## src/rtl/wifi_rx_depuncture34_pkg.sv

```systemverilog
// Shared definitions for the rate-3/4 receive depuncturer.
// Holds the default soft-bit width and FIFO depth, the phase encoding of
// the received group (A0 B0 A1 B2) and the rate-3/4 puncture pattern.
package wifi_rx_depuncture34_pkg;

  localparam int SOFT_W_DEFAULT     = 3;
  localparam int FIFO_DEPTH_DEFAULT = 4;

  // Position of the next received bit inside one punctured group.
  typedef enum logic [1:0] {
    PH_A0 = 2'd0,
    PH_B0 = 2'd1,
    PH_A1 = 2'd2,
    PH_B2 = 2'd3
  } phase_t;

  // Keep mask over the mother-code bits {A0, B0, A1, B1, A2, B2}.
  localparam logic [5:0] PUNCT_KEEP = 6'b111001;

  // Puncture flags of the two dropped mother bits.
  localparam logic ERASE_B1 = ~PUNCT_KEEP[2];
  localparam logic ERASE_A2 = ~PUNCT_KEEP[1];

  // Width of one stored pair {a, b, erase_a, erase_b, last}.
  function automatic int pair_w(input int soft_w);
    return 2 * soft_w + 3;
  endfunction

endpackage

```

## src/rtl/wifi_rx_depuncturer_fifo.sv

```systemverilog
// Pair FIFO between the depuncture controller and the Viterbi decoder.
// Ports:
//   clk, reset                 clock and synchronous active-high reset
//   push, a, b, erase_a,
//   erase_b, last              write side, one pair per push
//   pop                        read side, pops the head when valid
//   full                       occupancy equals DEPTH (registered count)
//   valid                      head pair present
//   a_out .. last_out          head pair, all-zero while empty
module wifi_rx_depuncturer_fifo
  import wifi_rx_depuncture34_pkg::*;
#(
  parameter int SOFT_W = SOFT_W_DEFAULT,
  parameter int DEPTH  = FIFO_DEPTH_DEFAULT
) (
  input  logic              clk,
  input  logic              reset,
  input  logic              push,
  input  logic [SOFT_W-1:0] a,
  input  logic [SOFT_W-1:0] b,
  input  logic              erase_a,
  input  logic              erase_b,
  input  logic              last,
  input  logic              pop,
  output logic              full,
  output logic              valid,
  output logic [SOFT_W-1:0] a_out,
  output logic [SOFT_W-1:0] b_out,
  output logic              erase_a_out,
  output logic              erase_b_out,
  output logic              last_out
);

  localparam int W  = pair_w(SOFT_W);
  localparam int AW = $clog2(DEPTH);
  localparam logic [AW:0] DEPTH_C = (AW+1)'(DEPTH);

  logic [W-1:0]  mem [DEPTH];
  logic [AW-1:0] wr_ptr;
  logic [AW-1:0] rd_ptr;
  logic [AW:0]   count;
  logic [W-1:0]  head;
  logic          do_push;
  logic          do_pop;

  assign full    = (count == DEPTH_C);
  assign valid   = (count != '0);
  assign do_push = push & ~full;
  assign do_pop  = pop & valid;

  // Gate the head so outputs read as zero after reset, when memory is stale.
  assign head = valid ? mem[rd_ptr] : '0;
  assign {a_out, b_out, erase_a_out, erase_b_out, last_out} = head;

  always_ff @(posedge clk) begin
    if (do_push) begin
      mem[wr_ptr] <= {a, b, erase_a, erase_b, last};
    end
  end

  always_ff @(posedge clk) begin
    if (reset) begin
      wr_ptr <= '0;
      rd_ptr <= '0;
      count  <= '0;
    end else begin
      if (do_push) wr_ptr <= wr_ptr + AW'(1);
      if (do_pop)  rd_ptr <= rd_ptr + AW'(1);
      if (do_push && !do_pop) begin
        count <= count + (AW+1)'(1);
      end else if (do_pop && !do_push) begin
        count <= count - (AW+1)'(1);
      end
    end
  end

endmodule

```

## src/rtl/wifi_rx_depuncture34.sv

```systemverilog
// Rate-3/4 receive depuncturer: rebuilds mother-code pairs (A, B) from the
// received order A0 B0 A1 B2, inserting zero-valued erasures for B1 and A2,
// and queues them for the Viterbi decoder.
// Ports:
//   clk, reset                  clock and synchronous active-high reset
//   valid_in, data_in,
//   start_in, last_in, in_ready punctured soft-bit input with framing
//   valid_out, ready_out        output pair handshake
//   data_a_out, data_b_out,
//   erase_a_out, erase_b_out,
//   last_out                    output pair fields
//   err_out                     one-cycle framing error pulse
//
// phase | meaning
// PH_A0 | expecting A0 (first bit of a group), held until B0 arrives
// PH_B0 | expecting B0, completes pair (A0, B0)
// PH_A1 | expecting A1, completes pair (A1, erased B1)
// PH_B2 | expecting B2, completes pair (erased A2, B2)
module wifi_rx_depuncture34
  import wifi_rx_depuncture34_pkg::*;
#(
  parameter int SOFT_W     = SOFT_W_DEFAULT,
  parameter int FIFO_DEPTH = FIFO_DEPTH_DEFAULT
) (
  input  logic              clk,
  input  logic              reset,
  input  logic              valid_in,
  input  logic [SOFT_W-1:0] data_in,
  input  logic              start_in,
  input  logic              last_in,
  output logic              in_ready,
  output logic              valid_out,
  input  logic              ready_out,
  output logic [SOFT_W-1:0] data_a_out,
  output logic [SOFT_W-1:0] data_b_out,
  output logic              erase_a_out,
  output logic              erase_b_out,
  output logic              last_out,
  output logic              err_out
);

  phase_t            phase;
  phase_t            phase_nxt;
  phase_t            eff_phase;
  logic [SOFT_W-1:0] a0;
  logic [SOFT_W-1:0] a0_nxt;
  logic              err_nxt;
  logic              accept;
  logic              full;
  logic              push;
  logic [SOFT_W-1:0] push_a;
  logic [SOFT_W-1:0] push_b;
  logic              push_ea;
  logic              push_eb;
  logic              push_last;

  assign in_ready = ~full;
  assign accept   = valid_in & in_ready;

  always_ff @(posedge clk) begin
    if (reset) begin
      phase   <= PH_A0;
      a0      <= '0;
      err_out <= 1'b0;
    end else begin
      phase   <= phase_nxt;
      a0      <= a0_nxt;
      err_out <= err_nxt;
    end
  end

  always_comb begin
    eff_phase = phase;
    phase_nxt = phase;
    a0_nxt    = a0;
    err_nxt   = 1'b0;
    push      = 1'b0;
    push_a    = '0;
    push_b    = '0;
    push_ea   = 1'b0;
    push_eb   = 1'b0;
    push_last = 1'b0;
    // A start realigns to a fresh group regardless of where we were.
    if (start_in) eff_phase = PH_A0;
    if (accept) begin
      err_nxt   = (start_in && (phase != PH_A0)) || (last_in && (eff_phase != PH_B2));
      push_last = last_in;
      case (eff_phase)
        PH_A0: begin
          if (last_in) begin
            // Truncated group: B0 never arrives, so it is emitted as an erasure.
            push      = 1'b1;
            push_a    = data_in;
            push_eb   = 1'b1;
            phase_nxt = PH_A0;
          end else begin
            a0_nxt    = data_in;
            phase_nxt = PH_B0;
          end
        end
        PH_B0: begin
          push   = 1'b1;
          push_a = a0;
          push_b = data_in;
          if (last_in) phase_nxt = PH_A0;
          else         phase_nxt = PH_A1;
        end
        PH_A1: begin
          push    = 1'b1;
          push_a  = data_in;
          push_eb = ERASE_B1;
          if (last_in) phase_nxt = PH_A0;
          else         phase_nxt = PH_B2;
        end
        PH_B2: begin
          push      = 1'b1;
          push_b    = data_in;
          push_ea   = ERASE_A2;
          phase_nxt = PH_A0;
        end
        default: phase_nxt = PH_A0;
      endcase
    end
  end

  wifi_rx_depuncturer_fifo #(
    .SOFT_W (SOFT_W),
    .DEPTH  (FIFO_DEPTH)
  ) u_fifo (
    .clk         (clk),
    .reset       (reset),
    .push        (push),
    .a           (push_a),
    .b           (push_b),
    .erase_a     (push_ea),
    .erase_b     (push_eb),
    .last        (push_last),
    .pop         (ready_out),
    .full        (full),
    .valid       (valid_out),
    .a_out       (data_a_out),
    .b_out       (data_b_out),
    .erase_a_out (erase_a_out),
    .erase_b_out (erase_b_out),
    .last_out    (last_out)
  );

endmodule

```

## config.mk

```make
export PLATFORM = sky130hd
export DESIGN_NAME = wifi_rx_depuncture34
export DESIGN_NICKNAME = d
export VERILOG_FILES = /design/src/rtl/wifi_rx_depuncture34_pkg.sv /design/src/rtl/wifi_rx_depuncturer_fifo.sv /design/src/rtl/wifi_rx_depuncture34.sv
export SDC_FILE = /design/constraint.sdc
export NUM_CORES = 1
export LEC_CHECK = 0
export CAP_MARGIN = 30
export CORE_ASPECT_RATIO = 0.5
export CORE_MARGIN = 2
export CORE_UTILIZATION = 25
export DETAILED_ROUTE_END_ITERATION = 8
export PLACE_DENSITY = 0.39
export SLEW_MARGIN = 20
export SYNTH_ARGS = -nofsm -noshare
export SYNTH_HDL_FRONTEND = slang
export SYNTH_SLANG_ARGS = --single-unit
```

## constraint.sdc

```tcl
create_clock -name clk -period 3.37 [get_ports clk]
set_clock_uncertainty 0.15 [all_clocks]
set_input_delay 0.674 -clock clk [delete_from_list [all_inputs] [get_ports clk]]
set_output_delay 0.674 -clock clk [all_outputs]
set_load 0.01 [all_outputs]
```

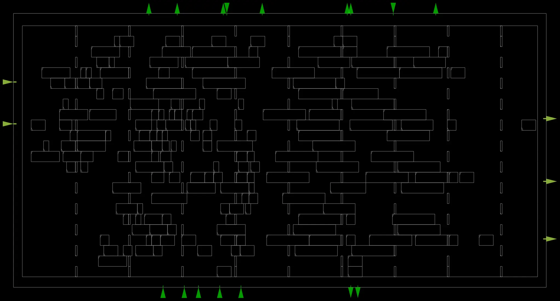
**Above:** placed standard cells.
# Taps: 117
fraction of standard cell area that is sequential: 49.6%
area of the placeable core: 8740 um2
final standard cell count with taps included and fillers excluded: 306

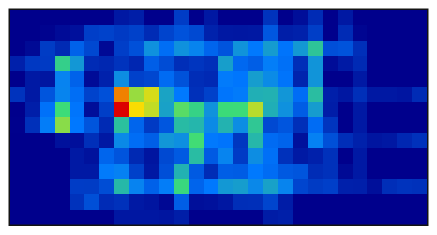
**Above:** wiring heat map.
The die is cut into 28 by 14 equal tiles; dark blue is low, red is high, scaled to the fullest tile. Values are wire area over tile area, all layers added.
nearly empty tiles: 30%
densest ninth of the die: center
mean over tiles: 0.074
tiles over half the peak: 2.6%

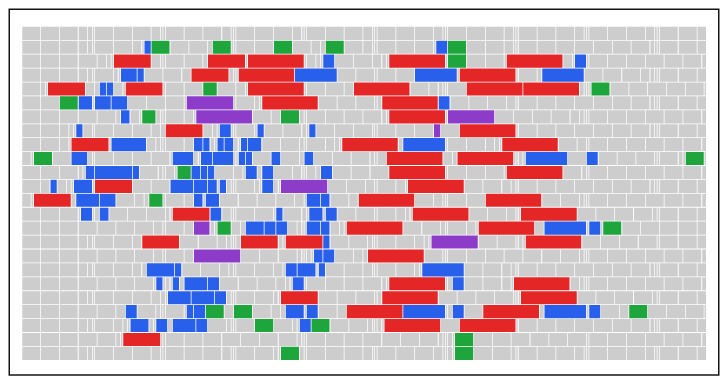
**Above:** cell classes on the final placement.
Fill, decap, tap and diode cells in gray.
[remaining buffers and delay cells] green | cells: 25 | share of their area: 9.0%
[combinational and other logic] blue | cells: 105 | share of their area: 32%
[sequential cells] red | cells: 51 | share of their area: 52%
[clock drivers and dummy loads] purple | cells: 8 | share of their area: 6.4%

==> notes.org <==
#+TITLE: Flow metrics

** Logic synthesis
- Number of register bits inferred by synthesis :: 51
- Proportion of register bits with asynchronous set or reset after synthesis :: 0%
- Top FF cell, synth :: sky130_fd_sc_hd__edfxtp_1
- Aoi/oai-family share of the synthesized area :: 5.32%
- In the synthesis report, Yosys lists the chip area as 2260 um2.
- Seq/Total Area, Yosys :: 61.2%
- Largest combinational cell category by area :: simple AND/OR/NAND/NOR gates
- Yosys warnings :: 0
- Number of enable-type register cells in the synthesized netlist :: 36

** Clocking
- Post-CTS repair changed the size of 0 cells.
- Late-Pin Clk Latency :: 0.29 ns
- Clock Sink Count :: 51
- TritonCTS built the clock tree.
- H-tree depth reported by CTS :: 2

** Critical path
- STA classifies the critical path startpoint as an input pin.
- The worst register-to-register path has a setup slack of 0.98 ns.
- On the worst path, the slowest cell contributes a delay of 0.44 ns.
- The cell family contributing the most delay on the critical path is AND-OR/OR-AND gates.
- Cell at the slowest stage of the critical path :: sky130_fd_sc_hd__clkdlybuf4s50_1
- For the worst setup path, the data arrival time is 2.89 ns.
- Number of cells traversed by the worst register-to-register path :: 8
- The setup path with the least slack is of type input pin to register.

** Final timing
- Measured against its own limit, the worst slew margin works out to 53.6%.
- Final number of hold-violating endpoints :: 0
- Total negative slack :: 0 ns
- Counting I/O delays and the setup requirement, the final critical path takes 2.82 ns.
- Count of pins over their slew limit :: 0

** Floorplan
- The floorplan has 24 rows.
- Chip area :: 9860 um2

** Final layout
- Number of diodes added for antenna fixing :: 0
- After the last flow step, the layout net total stands at 203.
- In the final layout, flip-flops and latches occupy 1380 um2.
- Of the cells placed in the final design, the portion with a size suffix greater than 1 is 14.8%.

** Place
- Number of buffers inserted by port buffering :: 20
- The placement summary gives the final routability congestion estimate as 0.734.

** Drt
- The script logs the mean routed wire length per placed instance as 15.4 um.
- The DRC violation total left in the routed layout is recorded as 0.
- Number of vias after detailed routing :: 1,308
- Via-per-instance ratio :: 4.27
- Number of violations reported at the end of detailed-routing iteration 0 :: 92
- The first detailed-routing pass took 4 iterations.
- The routed design has 4.72 mm of wire.

** Status
- The run finished with clean final reports.

** GRT
- The global route stage reports its total congestion overflow as 0.

** Worst hold path
- The tightest min-delay check is of the register to register type.
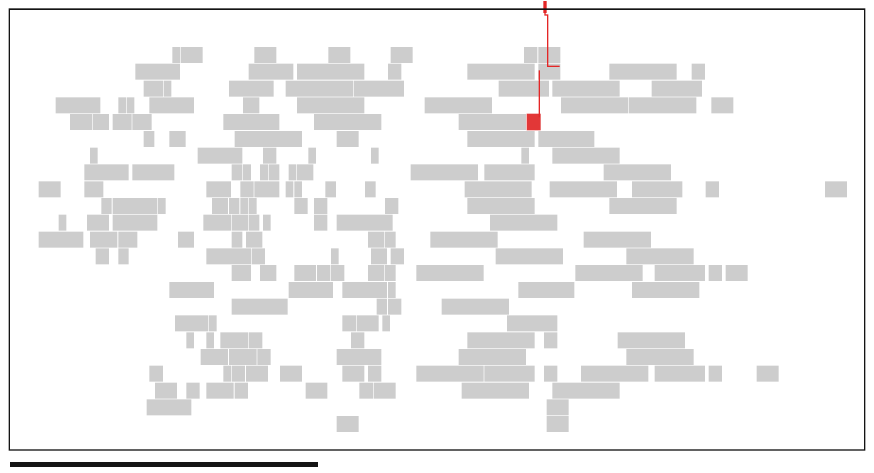
**Above:** nets reached from selected ports.
Scale bar: 50 um.
[last_out] red | bits: 1 | direction: output | edge: top | end cells: 1 | wire: 18.7 um

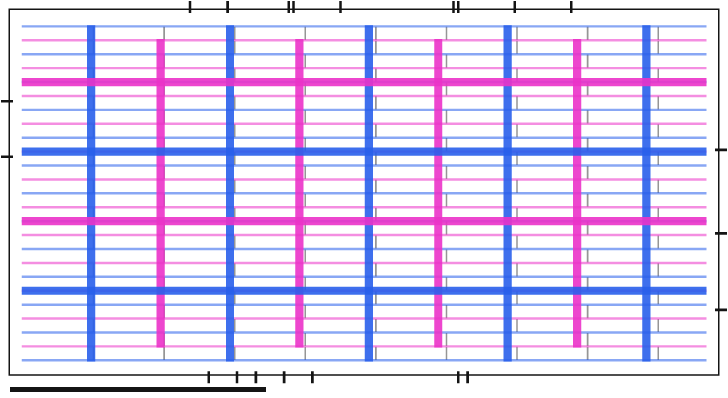
**Above:** floorplan with the power grid.
Scale bar: 50 um. Pins as bars on the die edge. Tap cells in gray.
[VSS] blue
[VDD] magenta
met4 straps: 9
rows: 24
signal pins: 21
worst-case vdd ir drop: 260 uV
Die W: 138 um

state kept, by name (all words and copies together), names as in the netlist, named ones only:
register       flops
a0                 3
u_fifo.wr_ptr      2
phase              2
u_fifo.count       3
u_fifo.mem        36
err_out            1
u_fifo.rd_ptr      2
worst max-delay path by stage:
| stage | from | to | slack, ns | cells after the start |
|---|---|---|---|---|
| after floorplan | start_in | u_fifo.count[2] | 0.66 | 8 |
| after global placement | start_in | u_fifo.count[2] | 0.32 | 9 |
| after detailed placement | start_in | u_fifo.count[2] | 0.24 | 9 |
| after CTS | register | erase_b_out | 0.53 | 4 |
| after global routing | register | data_b_out[0] | 0.44 | 4 |
| final | start_in | u_fifo.count[2] | 0.55 | 9 |
metrics by stage:
step	power, mW	cell area, um2	hold WS [ns]
2_1_floorplan	1.12	2260	0.299
3_3_place_gp	1.36	2620	0.318
3_5_place_dp	1.36	2620	0.315
4_1_cts	1.95	2780	0.330
5_1_grt	2.02	2780	0.366
6_report	1.92	2780	0.327
area by class of cell:
class | instances | share of cell area (%)
sequential | 51 | 49.6
multi-input combinational | 98 | 29.6
timing repair buffer | 25 | 8.54
tap | 117 | 5.26
clock buffer | 5 | 4.50
clock inverter | 3 | 1.53
inverter | 7 | 0.944
worst register-to-register path: stages (launching register included):
cell                       delay (ns)
sky130_fd_sc_hd__dfxtp_1         0.51
sky130_fd_sc_hd__nor3b_4         0.12
sky130_fd_sc_hd__a211oi_2        0.27
sky130_fd_sc_hd__ha_1            0.23
sky130_fd_sc_hd__inv_1           0.06
sky130_fd_sc_hd__fa_1            0.37
sky130_fd_sc_hd__xor2_1          0.16
sky130_fd_sc_hd__or3_1           0.31
sky130_fd_sc_hd__a21oi_1         0.14
where the power goes:
group          internal, mW  total (mW)  switching, mW
Clock                 0.351       0.582          0.231
Combinational         0.302       0.550          0.248
Sequential            0.733       0.786         0.0526
cells in the mapped netlist (2+ instances only):
cell | instances | area, um2
sky130_fd_sc_hd__and2_1 | 4 | 25.0
sky130_fd_sc_hd__o211ai_1 | 3 | 22.5
sky130_fd_sc_hd__clkbuf_1 | 3 | 11.3
sky130_fd_sc_hd__a21oi_1 | 7 | 35.0
sky130_fd_sc_hd__inv_1 | 6 | 22.5
sky130_fd_sc_hd__o31ai_1 | 2 | 15.0
sky130_fd_sc_hd__nand2b_1 | 9 | 56.3
sky130_fd_sc_hd__nand2_1 | 5 | 18.8
sky130_fd_sc_hd__o21ai_0 | 3 | 15.0
sky130_fd_sc_hd__xor2_1 | 4 | 35.0
sky130_fd_sc_hd__and3_1 | 3 | 18.8
sky130_fd_sc_hd__nor2_1 | 12 | 45.0
sky130_fd_sc_hd__mux4_2 | 9 | 203
sky130_fd_sc_hd__mux2i_1 | 5 | 50.1
sky130_fd_sc_hd__ha_1 | 5 | 62.6
sky130_fd_sc_hd__edfxtp_1 | 36 | 1080
sky130_fd_sc_hd__dfxtp_1 | 15 | 300
sky130_fd_sc_hd__nor2b_1 | 11 | 68.8
sky130_fd_sc_hd__nor3_1 | 2 | 10.0
layer usage:
metal	up-vias	share of wire, %
met5	-	0
met4	0	1.7
met3	8	3.6
met2	25	45
met1	630	50
li1	645	-
No activity file was given, so power comes from the tool's default toggle rates.
